Sequential cells colored by netlist name:
Scale: 4 px per um. Other sequential cells in the stronger gray, the rest of the logic in the fainter gray.
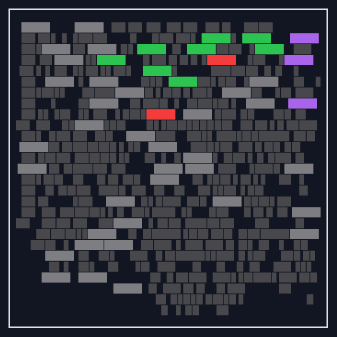
M2 wires:
Scale: 4 px per um.
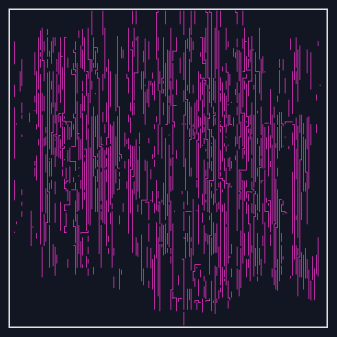
Cell density map:
Scale: 4 px per um. 8 x 8 tiles, from black (low) to pale yellow (high), 0 to 100% covered.
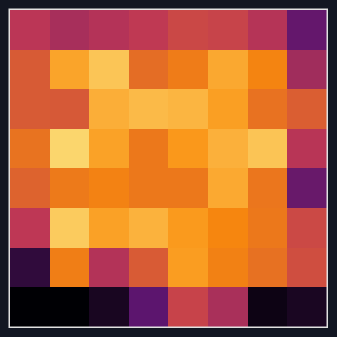
Clock wiring as the flow saved it:
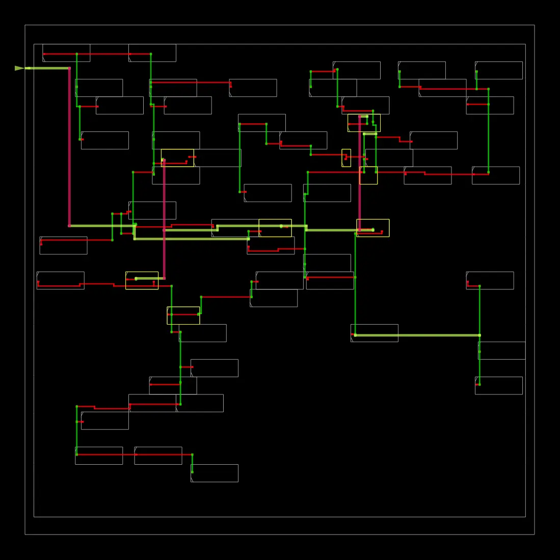
File: src/rtl/mul_div_unit_if.sv
// rtl/mul_div_unit_if.sv - request/result bundle between the execute stage and the MUL/DIV engine

interface mul_div_unit_if #(
    parameter int DATA_W = 8
);
    logic              start;
    logic              op_div;
    logic [DATA_W-1:0] acc_in;
    logic [DATA_W-1:0] b_in;
    logic              busy;
    logic              done;
    logic [DATA_W-1:0] acc_out;
    logic [DATA_W-1:0] b_out;
    logic              ov_out;
    logic              cy_out;

    modport master (
        output start, op_div, acc_in, b_in,
        input  busy, done, acc_out, b_out, ov_out, cy_out
    );

    modport slave (
        input  start, op_div, acc_in, b_in,
        output busy, done, acc_out, b_out, ov_out, cy_out
    );
endinterface

File: src/rtl/mul_div_unit.sv
// rtl/mul_div_unit.sv - iterative MUL AB / DIV AB engine producing new ACC, B, OV and CY

module mul_div_unit #(
    parameter int DATA_W = 8
) (
    input  logic           clock,
    input  logic           reset,
    mul_div_unit_if.slave  bus
);
    localparam int CNT_W = (DATA_W > 1) ? $clog2(DATA_W) : 1;

    typedef enum logic [1:0] {IDLE, CALC, DONE} state_t;

    state_t            state;
    state_t            state_nxt;
    logic              is_div;
    logic [DATA_W-1:0] opnd;
    logic [DATA_W-1:0] part_hi;
    logic [DATA_W-1:0] part_lo;
    logic [CNT_W-1:0]  cnt;
    logic              last;
    logic [DATA_W-1:0] acc_q;
    logic [DATA_W-1:0] b_q;
    logic              ov_q;
    logic [DATA_W:0]   mul_sum;
    logic [DATA_W:0]   div_shift;
    logic [DATA_W:0]   div_diff;

    always_ff @(posedge clock) begin
        if (reset) begin
            state <= IDLE;
        end else begin
            state <= state_nxt;
        end
    end

    always_comb begin
        state_nxt = state;
        case (state)
            IDLE: begin
                if (bus.start) begin
                    state_nxt = (bus.op_div && bus.b_in == '0) ? DONE : CALC;
                end
            end
            CALC:    if (last) state_nxt = DONE;
            DONE:    state_nxt = IDLE;
            default: state_nxt = IDLE;
        endcase
    end

    // {part_hi, part_lo} is the product for MUL and {remainder, quotient} for DIV,
    // so both operations drain into ACC/B through the same mapping.
    always_comb begin
        mul_sum   = {1'b0, part_hi} + (part_lo[0] ? {1'b0, opnd} : '0);
        div_shift = {part_hi, part_lo[DATA_W-1]};
        div_diff  = div_shift - {1'b0, opnd};
    end

    always_ff @(posedge clock) begin
        if (reset) begin
            is_div  <= 1'b0;
            opnd    <= '0;
            part_hi <= '0;
            part_lo <= '0;
            cnt     <= '0;
            last    <= 1'b0;
            acc_q   <= '0;
            b_q     <= '0;
            ov_q    <= 1'b0;
        end else begin
            case (state)
                IDLE: begin
                    if (bus.start) begin
                        is_div  <= bus.op_div;
                        cnt     <= '0;
                        last    <= 1'b0;
                        part_hi <= '0;
                        if (bus.op_div) begin
                            opnd    <= bus.b_in;
                            part_lo <= bus.acc_in;
                            if (bus.b_in == '0) begin
                                acc_q <= bus.acc_in;
                                b_q   <= '0;
                                ov_q  <= 1'b1;
                            end
                        end else begin
                            opnd    <= bus.acc_in;
                            part_lo <= bus.b_in;
                        end
                    end
                end
                CALC: begin
                    if (last) begin
                        acc_q <= part_lo;
                        b_q   <= part_hi;
                        ov_q  <= !is_div && (part_hi != '0);
                    end else begin
                        cnt <= cnt + CNT_W'(1);
                        if (cnt == CNT_W'(DATA_W - 1)) last <= 1'b1;
                        if (is_div) begin
                            // Restoring step: keep the shifted remainder when the trial subtract goes negative.
                            if (!div_diff[DATA_W]) begin
                                part_hi <= div_diff[DATA_W-1:0];
                                part_lo <= {part_lo[DATA_W-2:0], 1'b1};
                            end else begin
                                part_hi <= div_shift[DATA_W-1:0];
                                part_lo <= {part_lo[DATA_W-2:0], 1'b0};
                            end
                        end else begin
                            part_hi <= mul_sum[DATA_W:1];
                            part_lo <= {mul_sum[0], part_lo[DATA_W-1:1]};
                        end
                    end
                end
                default: ;
            endcase
        end
    end

    assign bus.busy    = (state != IDLE);
    assign bus.done    = (state == DONE);
    assign bus.acc_out = acc_q;
    assign bus.b_out   = b_q;
    assign bus.ov_out  = ov_q;
    assign bus.cy_out  = 1'b0;
endmodule
File: src/flat_wrapper.sv
// flat-port wrapper written by rule: the top's interface ports become plain ports
module mul_div_unit_flat 
#(
    parameter int DATA_W = 8
)
  (clock, reset, bus_start, bus_op_div, bus_acc_in, bus_b_in, bus_busy, bus_done, bus_acc_out, bus_b_out, bus_ov_out, bus_cy_out);
  mul_div_unit_if #(.DATA_W(DATA_W)) bus_i ();
  input  logic clock;
  input  logic reset;
  input wire logic [$bits(bus_i.start)-1:0] bus_start;
  input wire logic [$bits(bus_i.op_div)-1:0] bus_op_div;
  input wire logic [$bits(bus_i.acc_in)-1:0] bus_acc_in;
  input wire logic [$bits(bus_i.b_in)-1:0] bus_b_in;
  output wire logic [$bits(bus_i.busy)-1:0] bus_busy;
  output wire logic [$bits(bus_i.done)-1:0] bus_done;
  output wire logic [$bits(bus_i.acc_out)-1:0] bus_acc_out;
  output wire logic [$bits(bus_i.b_out)-1:0] bus_b_out;
  output wire logic [$bits(bus_i.ov_out)-1:0] bus_ov_out;
  output wire logic [$bits(bus_i.cy_out)-1:0] bus_cy_out;
  assign bus_i.start = bus_start;
  assign bus_i.op_div = bus_op_div;
  assign bus_i.acc_in = bus_acc_in;
  assign bus_i.b_in = bus_b_in;
  assign bus_busy = bus_i.busy;
  assign bus_done = bus_i.done;
  assign bus_acc_out = bus_i.acc_out;
  assign bus_b_out = bus_i.b_out;
  assign bus_ov_out = bus_i.ov_out;
  assign bus_cy_out = bus_i.cy_out;
  mul_div_unit #(.DATA_W(DATA_W)) u_core (.clock(clock), .reset(reset), .bus(bus_i));
endmodule
File: config.mk
export PLATFORM = sky130hd
export DESIGN_NAME = mul_div_unit_flat
export DESIGN_NICKNAME = d
export VERILOG_FILES = /design/src/rtl/mul_div_unit_if.sv /design/src/rtl/mul_div_unit.sv /design/src/flat_wrapper.sv
export SDC_FILE = /design/constraint.sdc
export NUM_CORES = 1
export LEC_CHECK = 0
export CORE_UTILIZATION = 56
export CTS_BUF_LIST = sky130_fd_sc_hd__clkbuf_8
export DETAILED_ROUTE_END_ITERATION = 7
export PLACE_DENSITY = 0.82
export SETUP_SLACK_MARGIN = 0.02
export SYNTH_ARGS = -nofsm -noshare
export SYNTH_HDL_FRONTEND = slang
export SYNTH_SLANG_ARGS = --single-unit
File: constraint.sdc
create_clock -name clock -period 4.15 [get_ports clock]
set_clock_uncertainty 0.05 [all_clocks]
set_input_delay 1.0375 -clock clock [delete_from_list [all_inputs] [get_ports clock]]
set_output_delay 1.0375 -clock clock [all_outputs]
set_load 0.02 [all_outputs]
==> impl_metrics.tcl <==
# place-and-route summary
set metrics [dict create \
    avgSynthCellArea_sq_um 7.90 \
    hold_path_startpoint "u_core.bus.b_out[0]$_SDFFE_PP0P_" \
    instances_no_fill 520 \
    hold_path_depth 2 \
    grt_usage_pct 29.9 \
    grt_max_degree 46 \
    ys_warn_count 0 \
    wl_met2_um 4220 \
    critPathLaunchType "flip-flop" \
    met1_usage_pct 39.5 \
    crit_end "u_core.part_hi[1]$_SDFFE_PP0P_" \
    grt_use_met2_pct 49.1 \
    status "complete, no violations" \
    syn_nets 462 \
    edf_count 0 \
    nets 487 \
    wire_per_inst_um 17.2 \
    final_common_cell "nor2_1" \
    clk_path_buf_depth 2 \
    gr-total-overflow 0 \
    cp_cell_sequence "inv_1, ha_1, fa_1, nand2b_1, a211oi_4, o31ai_2, nor2_4, mux2_4, o41ai_2" \
    min_path_type "reg2reg" \
    tightest_slew_ns 0.856 \
    root_buffer "clkbuf_8" \
    flop_cell "dfxtp_1" \
    top_logic_kind "AND-OR/OR-AND gates" \
    post_cts_resized 0 \
    dieArea_sq_um 6260 \
    design_area_sq_um 3830 \
    rr_startpoint "u_core.part_lo[7]$_SDFFE_PP0P_" \
    worst-path-buf-inv 1 \
    ys_sh_adder_pct 7.96 \
    seqPwrFrac_pct 45.9 \
    slew_headroom_pct 42.7 \
    rsz0062_at_grt "false" \
    dr_wl_met3_um 562 \
    grt_most_used_layer "met2" \
    final-hold-violation-count 0 \
    power_density_nw_per_um2 292 \
    clkPwrFrac_pct 26.9 \
    tns_ns 0 \
    top_cells_by_area "dfxtp_1, ha_1, a211oi_1" \
    cp_slowest_cell "fa_1" \
    syn_area_sq_um 3330 \
    warnings 26 \
    syn_inst 422 \
]
About 'sequential cells colored by netlist name':
u_core.cnt: shown in purple, sequential cells 3. u_core.bus.b_out: shown in green, sequential cells 8. u_core.state: shown in red, sequential cells 2.
Another 35 sequential cells are not colored.
sequential cell area share: 25.1%
register area: 961 sq um
fin util: 68.4%

About 'M2 wires':
The layer carries 4,220 um of wire. The longest straight run is 42.5 um.

About 'cell density map':
The mean over all tiles is 60%. The emptiest ninth of the die: south-west. 28% of the tiles are over 75% full. 3.1% of the tiles are nearly empty. The fullest tile reaches 91%.
total core area: 5610 sq um
fp_density: 59.4%

About 'clock wiring as the flow saved it':
CLK BUF: 6
FFs & Latches: 48
CTS Buf Count: 5

-- area by class of cell --
type / instances / area (sq um) / share of cell area (%)
clock buffers: 6 / 82.6 / 2.15
flip-flops and latches: 48 / 961 / 25.1
multi-input cells: 332 / 2210 / 57.6
clock inverters: 2 / 11.3 / 0.294
repair buffers: 44 / 420 / 11.0
inverters: 16 / 60.1 / 1.57
well taps: 72 / 90.1 / 2.35
-- power by group through the flow --
| stage | registers, W | clock network, W | logic (W) |
|---|---|---|---|
| 3_5_place_dp | 0.000523 | 0 | 0.000297 |
| 4_1_cts | 0.000512 | 0.000298 | 0.000300 |
| 2_1_floorplan | 0.000505 | 0 | 0.000229 |
| 3_3_place_gp | 0.000523 | 0 | 0.000289 |
| 6_report | 0.000514 | 0.000301 | 0.000304 |
| 5_1_grt | 0.000517 | 0.000320 | 0.000333 |
No activity file was given, so power comes from the tool's default toggle rates.
